==> config.mk <==
export PLATFORM = sky130hd
export DESIGN_NAME = dsn_rat_seq
export DESIGN_NICKNAME = d
export VERILOG_FILES = /design/src/rtl/dsn_rat_seq.sv
export SDC_FILE = /design/constraint.sdc
export NUM_CORES = 1
export LEC_CHECK = 0
export CORE_UTILIZATION = 49
export CTS_CLUSTER_DIAMETER = 30
export DETAILED_ROUTE_END_ITERATION = 16
export GPL_ROUTABILITY_DRIVEN = 1
export GPL_TIMING_DRIVEN = 0
export PLACE_DENSITY = 0.76
export SLEW_MARGIN = 15
export SYNTH_ARGS = -nofsm -noshare
export SYNTH_HDL_FRONTEND = slang
export SYNTH_SLANG_ARGS = --single-unit
export TNS_END_PERCENT = 5
==> constraint.sdc <==
create_clock -name clock -period 3.1 [get_ports clock]
set_input_delay 0.465 -clock clock [delete_from_list [all_inputs] [get_ports clock]]
set_output_delay 0.465 -clock clock [all_outputs]
set_load 0.01 [all_outputs]
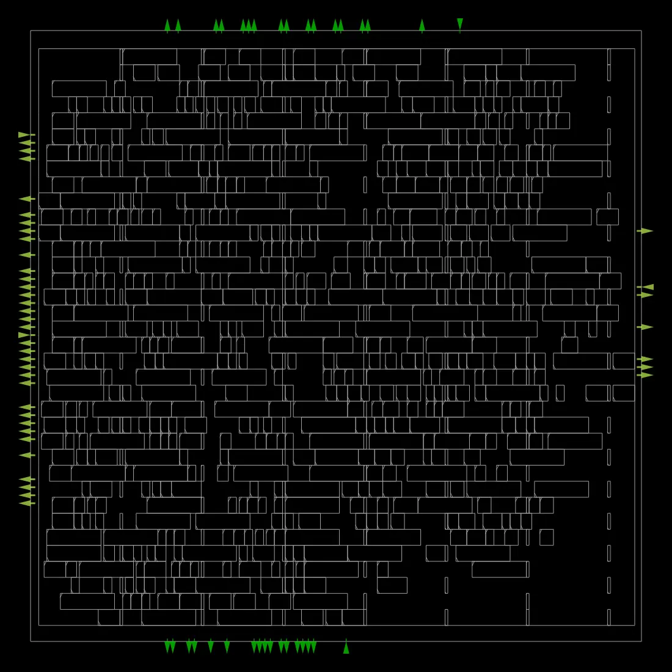
placement.png
fin util: 63.2%
filler cell count: 862
Seq cells: 108
flop share of the area: 43.2%

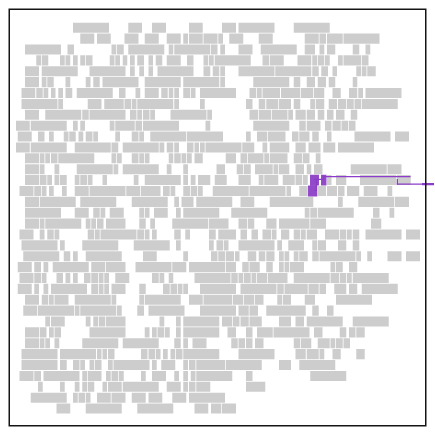
io_fan.png
Drawn at 4 px/um.
[purple] `dsn_busy` | direction: input | edge: east | end cells: 3 | buffers: 1 | wire: 35.6 um
I/O pins: 76
Port Buf Inserts: 75

==> flow_summary.json <==
{
  "wl_met1_um": 5210,
  "synthAoiAreaFrac_pct": 15.7,
  "cp_num_cells": 8,
  "inv_count": 9,
  "wl_met3_um": 816,
  "wl_per_cell_um": 14.9,
  "ir_worst_vdd_v": 0.000279,
  "synthCells": 566,
  "vias": 4397,
  "insertion_delay_ps": 370,
  "rsz0062_at_grt": "no",
  "die_area_mm2": 0.0108,
  "switchingPower_uw": 1330,
  "comb_area_share_pct": 34.7,
  "cts_buffers": 9,
  "nWellTaps": 133,
  "min_period_over_period_pct": 75.8,
  "crit_type": "reg2reg",
  "dr.pass1.iters": 5,
  "slowest_delay_ps": 400,
  "xor_area_share_pct": 0.691,
  "power.internal_uw": 2360,
  "clkSinkCount": 108,
  "clk_pin_slew_ps": 100,
  "status": "completed"
}
